===== config.mk =====
export PLATFORM = sky130hd
export DESIGN_NAME = uart_cmd_responder_flat
export DESIGN_NICKNAME = d
export VERILOG_FILES = /design/src/rtl/uart_cmd_responder_if.sv /design/src/rtl/uart_cmd_responder.sv /design/src/flat_wrapper.sv
export SDC_FILE = /design/constraint.sdc
export NUM_CORES = 1
export LEC_CHECK = 0
export CORE_AREA = 10 10 58 96
export DETAILED_ROUTE_END_ITERATION = 12
export DIE_AREA = 0 0 68 106
export PLACE_DENSITY_LB_ADDON = 0.15
export SETUP_SLACK_MARGIN = 0.5
export SYNTH_ARGS = -nofsm -noshare
export SYNTH_HDL_FRONTEND = slang
export SYNTH_SLANG_ARGS = --single-unit

===== constraint.sdc =====
create_clock -name clk -period 6.5 [get_ports clk]
set_input_delay 1.3 -clock clk [delete_from_list [all_inputs] [get_ports clk]]
set_output_delay 1.3 -clock clk [all_outputs]
set_load 0.01 [all_outputs]

===== src/rtl/uart_cmd_responder_if.sv =====
// UART FIFO-side bus for the command responder: receive-FIFO head and pop,
// transmit-FIFO push and back-pressure.
interface uart_cmd_responder_if;
  logic [7:0] r_data;
  logic       rx_empty;
  logic       rd_uart;
  logic [7:0] w_data;
  logic       wr_uart;
  logic       tx_full;

  // responder side: pops RX, pushes TX
  modport master (input r_data, rx_empty, tx_full, output rd_uart, w_data, wr_uart);
  // FIFO side
  modport slave  (output r_data, rx_empty, tx_full, input rd_uart, w_data, wr_uart);
endinterface


===== src/rtl/uart_cmd_responder.sv =====
// Microwave command parser: 'S' start, 'P' stop, 'T'dd set cook time.
// Each command answers one byte ('K' ok, '?' error) on the TX FIFO.
module uart_cmd_responder #(
  parameter int DIGIT_TIMEOUT = 1000000
) (
  input  logic                         clk,
  input  logic                         rst,
  uart_cmd_responder_if.master         bus,
  output logic                         start_pulse,
  output logic                         stop_pulse,
  output logic                         time_load,
  output logic [6:0]                   time_sec
);
  localparam int CW = (DIGIT_TIMEOUT > 1) ? $clog2(DIGIT_TIMEOUT) : 1;
  localparam logic [7:0] CH_K = 8'h4B, CH_Q = 8'h3F;

  typedef enum logic [1:0] {IDLE, GET_D1, GET_D0, RESP} state_t;

  state_t        state_q, state_nxt;
  logic [7:0]    resp_q, resp_nxt;
  logic [3:0]    tens_q, tens_nxt;
  logic [6:0]    time_nxt;
  logic [CW-1:0] cnt_q, cnt_nxt;
  logic          start_nxt, stop_nxt, load_nxt;
  logic          is_digit, timed_out;

  assign is_digit  = (bus.r_data >= 8'h30) && (bus.r_data <= 8'h39);
  assign timed_out = bus.rx_empty && (cnt_q == CW'(DIGIT_TIMEOUT - 1));

  // state, response, digit and pulse registers
  always_ff @(posedge clk) begin
    if (rst) begin
      state_q     <= IDLE;
      resp_q      <= 8'h00;
      tens_q      <= 4'd0;
      time_sec    <= 7'd0;
      cnt_q       <= '0;
      start_pulse <= 1'b0;
      stop_pulse  <= 1'b0;
      time_load   <= 1'b0;
    end else begin
      state_q     <= state_nxt;
      resp_q      <= resp_nxt;
      tens_q      <= tens_nxt;
      time_sec    <= time_nxt;
      cnt_q       <= cnt_nxt;
      start_pulse <= start_nxt;
      stop_pulse  <= stop_nxt;
      time_load   <= load_nxt;
    end
  end

  // next state; a byte present in the timeout cycle takes priority over the timeout
  always_comb begin
    state_nxt = state_q;
    resp_nxt  = resp_q;
    tens_nxt  = tens_q;
    time_nxt  = time_sec;
    cnt_nxt   = cnt_q;
    start_nxt = 1'b0;
    stop_nxt  = 1'b0;
    load_nxt  = 1'b0;
    case (state_q)
      IDLE: if (!bus.rx_empty) begin
        case (bus.r_data)
          8'h53:   begin state_nxt = RESP; resp_nxt = CH_K; start_nxt = 1'b1; end
          8'h50:   begin state_nxt = RESP; resp_nxt = CH_K; stop_nxt  = 1'b1; end
          8'h54:   begin state_nxt = GET_D1; cnt_nxt = '0; end
          default: begin state_nxt = RESP; resp_nxt = CH_Q; end
        endcase
      end
      GET_D1, GET_D0: begin
        if (!bus.rx_empty) begin
          if (!is_digit) begin
            state_nxt = RESP;
            resp_nxt  = CH_Q;
          end else if (state_q == GET_D1) begin
            tens_nxt  = bus.r_data[3:0];
            state_nxt = GET_D0;
            cnt_nxt   = '0;
          end else begin
            time_nxt  = 7'(tens_q) * 7'd10 + 7'(bus.r_data[3:0]);
            load_nxt  = 1'b1;
            state_nxt = RESP;
            resp_nxt  = CH_K;
          end
        end else if (timed_out) begin
          state_nxt = RESP;
          resp_nxt  = CH_Q;
        end else begin
          cnt_nxt = cnt_q + 1'b1;
        end
      end
      RESP: if (!bus.tx_full) state_nxt = IDLE;
      default: state_nxt = IDLE;
    endcase
  end

  // FIFO strobes; forced quiet while reset is held
  always_comb begin
    bus.rd_uart = !rst && (state_q != RESP) && !bus.rx_empty;
    bus.wr_uart = !rst && (state_q == RESP) && !bus.tx_full;
    bus.w_data  = rst ? 8'h00 : resp_q;
  end
endmodule


===== src/flat_wrapper.sv =====
// flat-port wrapper written by rule: the top's interface ports become plain ports
module uart_cmd_responder_flat 
#(
  parameter int DIGIT_TIMEOUT = 1000000
)
  (clk, rst, start_pulse, stop_pulse, time_load, time_sec, bus_r_data, bus_rx_empty, bus_tx_full, bus_rd_uart, bus_w_data, bus_wr_uart);
  uart_cmd_responder_if bus_i ();
  input  logic clk;
  input  logic rst;
  output logic start_pulse;
  output logic stop_pulse;
  output logic time_load;
  output logic [6:0] time_sec;
  input wire logic [$bits(bus_i.r_data)-1:0] bus_r_data;
  input wire logic [$bits(bus_i.rx_empty)-1:0] bus_rx_empty;
  input wire logic [$bits(bus_i.tx_full)-1:0] bus_tx_full;
  output wire logic [$bits(bus_i.rd_uart)-1:0] bus_rd_uart;
  output wire logic [$bits(bus_i.w_data)-1:0] bus_w_data;
  output wire logic [$bits(bus_i.wr_uart)-1:0] bus_wr_uart;
  assign bus_i.r_data = bus_r_data;
  assign bus_i.rx_empty = bus_rx_empty;
  assign bus_i.tx_full = bus_tx_full;
  assign bus_rd_uart = bus_i.rd_uart;
  assign bus_w_data = bus_i.w_data;
  assign bus_wr_uart = bus_i.wr_uart;
  uart_cmd_responder #(.DIGIT_TIMEOUT(DIGIT_TIMEOUT)) u_core (.clk(clk), .rst(rst), .bus(bus_i), .start_pulse(start_pulse), .stop_pulse(stop_pulse), .time_load(time_load), .time_sec(time_sec));
endmodule

Fig. 1: routing congestion
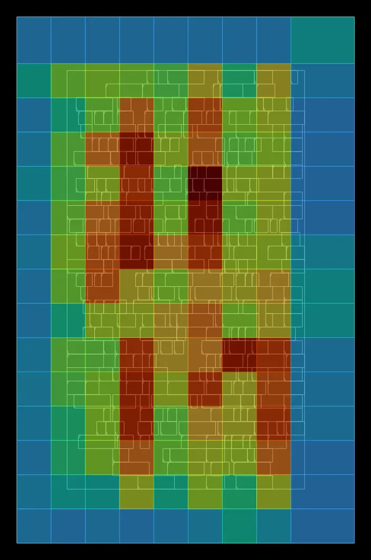
total track usage: 15.2%
met2 Track Usage GR: 26.2%
post-DR wirelength/cell: 15.7 um

Fig. 2: selected gate families
Scale bar: 20 um.
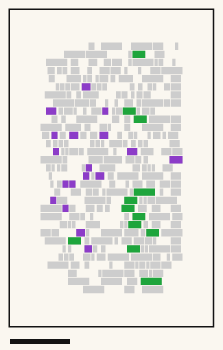
adder and majority cells: marked green, cells 12. AND and OR gates: marked purple, cells 18.

Fig. 3: signal wires by layer
Scale bar: 20 um.
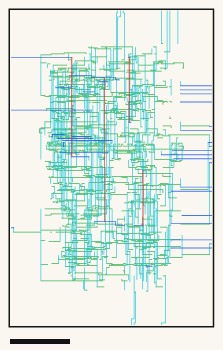
met4: marked red, wire length 122 um. met1: marked green, wire length 2,090 um. met3: marked blue, wire length 330 um. met2: marked cyan, wire length 2,810 um.

==> flow_metrics.py <==
# Synthesis and PnR figures
metrics = {
    "placed_design": {
        "gp_congestion": 0.844,
        "io_buffers": 30,
        "dp_hpwl_um": 3970,
    },
    "cts": {
        "cts_root_buf": "clkbuf_8",
        "cts_buffer_depth": 2,
        "insertion_delay_ns": 0.29,
        "htreeDepth": 2,
        "clock_sinks": 39,
        "numCtsBuffers": 5,
        "clk_pin_slew_worst_paths_ns": 0.07,
        "cts_setup_buffers": 0,
    },
    "final_timing": {
        "tns_ns": 0,
        "timing.fmax_mhz": 244,
        "worst_pin_slew_ns": 0.772,
        "slew_headroom_pct": 48.4,
        "final.period_utilization_pct": 63.2,
        "slew_viol_final": 0,
        "period_needed_ns": 4.11,
        "whs_ns": 0.451,
    },
    "floorplanning": {
        "core_area_sq_um": 4030,
        "io_pins": 32,
        "die_area_sq_um": 7210,
        "chipHeight_um": 106,
    },
    "run_status": {
        "outcome": "finished, final reports clean",
    },
    "run": {
        "openroad.warnings": 28,
        "cap_violations": 0,
    },
    "synth": {
        "edf_count": 0,
        "synthCells": 269,
        "ys.flop_type": "dfxtp_1",
        "syn-num-nets": 293,
        "syn_area_per_cell_sq_um": 8.47,
        "yosys.area.top_type_share_pct": 34.2,
        "async_flop_share_pct": 0,
        "netlist_top_cells_area": "dfxtp_1 (34%), ha_1 (5.5%), nor2_1 (4.9%), a21oi_1 (4.2%), mux2i_1 (3.5%)",
        "top_area_cell": "dfxtp_1",
    },
    "drt": {
        "drt.antenna.violating_nets": 0,
        "drt_iter0_drc": 76,
        "wl_um": 5350,
        "drc_errors": 0,
        "num_vias": 2037,
    },
    "min_path": {
        "min_path_type": "register to register",
    },
    "global_route": {
        "grt_pass1_wl_um": 8820,
    },
    "worst_setup_path": {
        "rrSetupSlack_ns": 4.00,
    },
    "pwr": {
        "leakagePower_nw": 1.02,
        "peakVddDrop_v": 0.000185,
    },
}
Fig. 4: sequential cells colored by netlist name
Scale bar: 20 um.
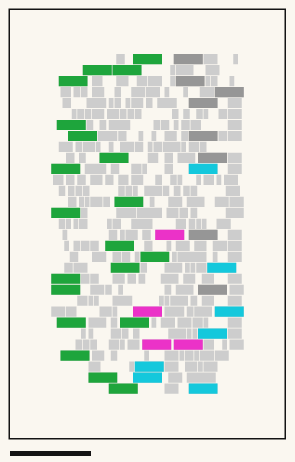
u_core.tens_q: marked magenta, sequential cells 4, where south. u_core.time_sec: marked cyan, sequential cells 7. u_core.cnt_q: marked green, sequential cells 20.
Another 8 sequential cells are not colored.
final core area utilization: 65.6%
Seq area share: 29.5%
Sequential Area: 781 sq um

Fig. 5: zoomed window
Scale bar: 5 um. Region (24, 64) to (44, 84) um. Cells in gray, sequential cells in the stronger gray; small squares are vias.
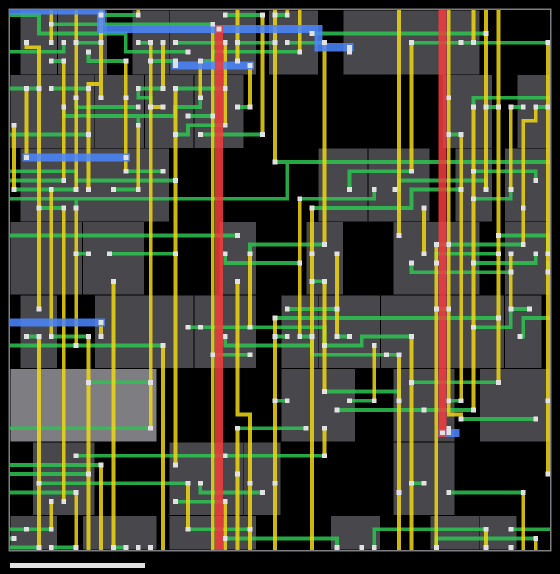
met1: marked green. met4: marked red. met3: marked blue. met2: marked yellow.
Sequential cells in the window: 1. 38 logic cells have their middle in the window. Netlist names of flops here include u_core.cnt_q (1). Most frequent: nor2_1 (5).

[final cells by class]
type	count	area, sq um
multi-input cells	205	1370
clock inverters	1	5.00
repair buffers	31	308
flip-flops and latches	39	781
well taps	49	61.3
fillers	370	1390
clock buffers	6	82.6
inverters	10	37.5
[path summary, 6_finish.rpt]
kind / start / endpoint / depth (start not counted)
max: rst / bus_w_data[3] / 4
min: u_core.resp_q[5] / u_core.resp_q[5] / 2
max reg2reg: u_core.state_q[0] / u_core.cnt_q[9] / 8
min reg2reg: u_core.resp_q[5] / u_core.resp_q[5] / 2
[cell usage in the layout, fill, tap and decap left out, drive strengths merged, types with 5 or more instances in the layout]
cell type and n:
nor2 30, nand2 18, mux2i 8, nand4 5
ha 10, clkbuf 6, inv 10, nand2b 5
a21o 6, nand3 14, nor3 6, a21oi 19
dfxtp 39, clkdlybuf4s50 30, o21ai 12, nor4 5
and3 6, nor2b 7
[sequential cells by signal (all words and copies together), names as in the netlist]
name                count
u_core.stop_pulse       1
u_core.resp_q           3
u_core.cnt_q           20
u_core.time_sec         7
u_core.start_pulse      1
u_core.state_q          2
u_core.tens_q           4
u_core.time_load        1
[power by group]
group	internal, mW	switching [mW]	total [mW]
combinational	0.0698	0.115	0.185
sequential	0.251	0.00790	0.259
clock	0.0832	0.0829	0.166
total	0.404	0.206	0.610
[worst max-delay path, cell delays in order]
cell and delay [ns]:
clkdlybuf4s50_1 0.45, buf_4 0.40, nor2_1 0.13, clkdlybuf4s50_1 0.51
[logic make-up (layout without fill, tap and decap cells)]
logic type / count (synthesis) / in the layout / share of synthesized area, %
AOI/OAI and AO/OA: 58 / 58 / 17.0
xor gates and xnor gates: 6 / 6 / 2.31
adders and majority gates: 12 / 12 / 7.24
buffers and inverters: 25 / 48 / 5.60
DFF: 39 / 39 / 34.2
muxes: 8 / 8 / 3.51
other: 1 / 1 / 0.164
and+or+nand+nor: 120 / 120 / 29.9
[through the flow]
step | utilization [%] | worst slack (ns) | cell area (sq um) | instances | total power, mW
6_report | 65.6 | 2.39 | 2650 | 341 | 0.610
5_1_grt | 65.6 | 2.29 | 2650 | 341 | 0.645
4_1_cts | 65.6 | 2.40 | 2650 | 341 | 0.615
3_5_place_dp | 63.4 | 2.40 | 2560 | 334 | 0.449
3_3_place_gp | 63.4 | 2.41 | 2560 | 334 | 0.445
2_1_floorplan | - | 2.81 | 2280 | 269 | 0.402
[layer usage]
layer  global-route usage, %  routed length [um]  vias up  share of wire, %
li1                        -                   -     1021                 -
met1                    16.1                2090      951                39
met2                    26.2                2810       56                52
met3                    4.21                 330        9               6.2
met4                    7.37                 121        0               2.3
met5                       0                   0        -                 0
Power is estimated from default activity; no workload was simulated.
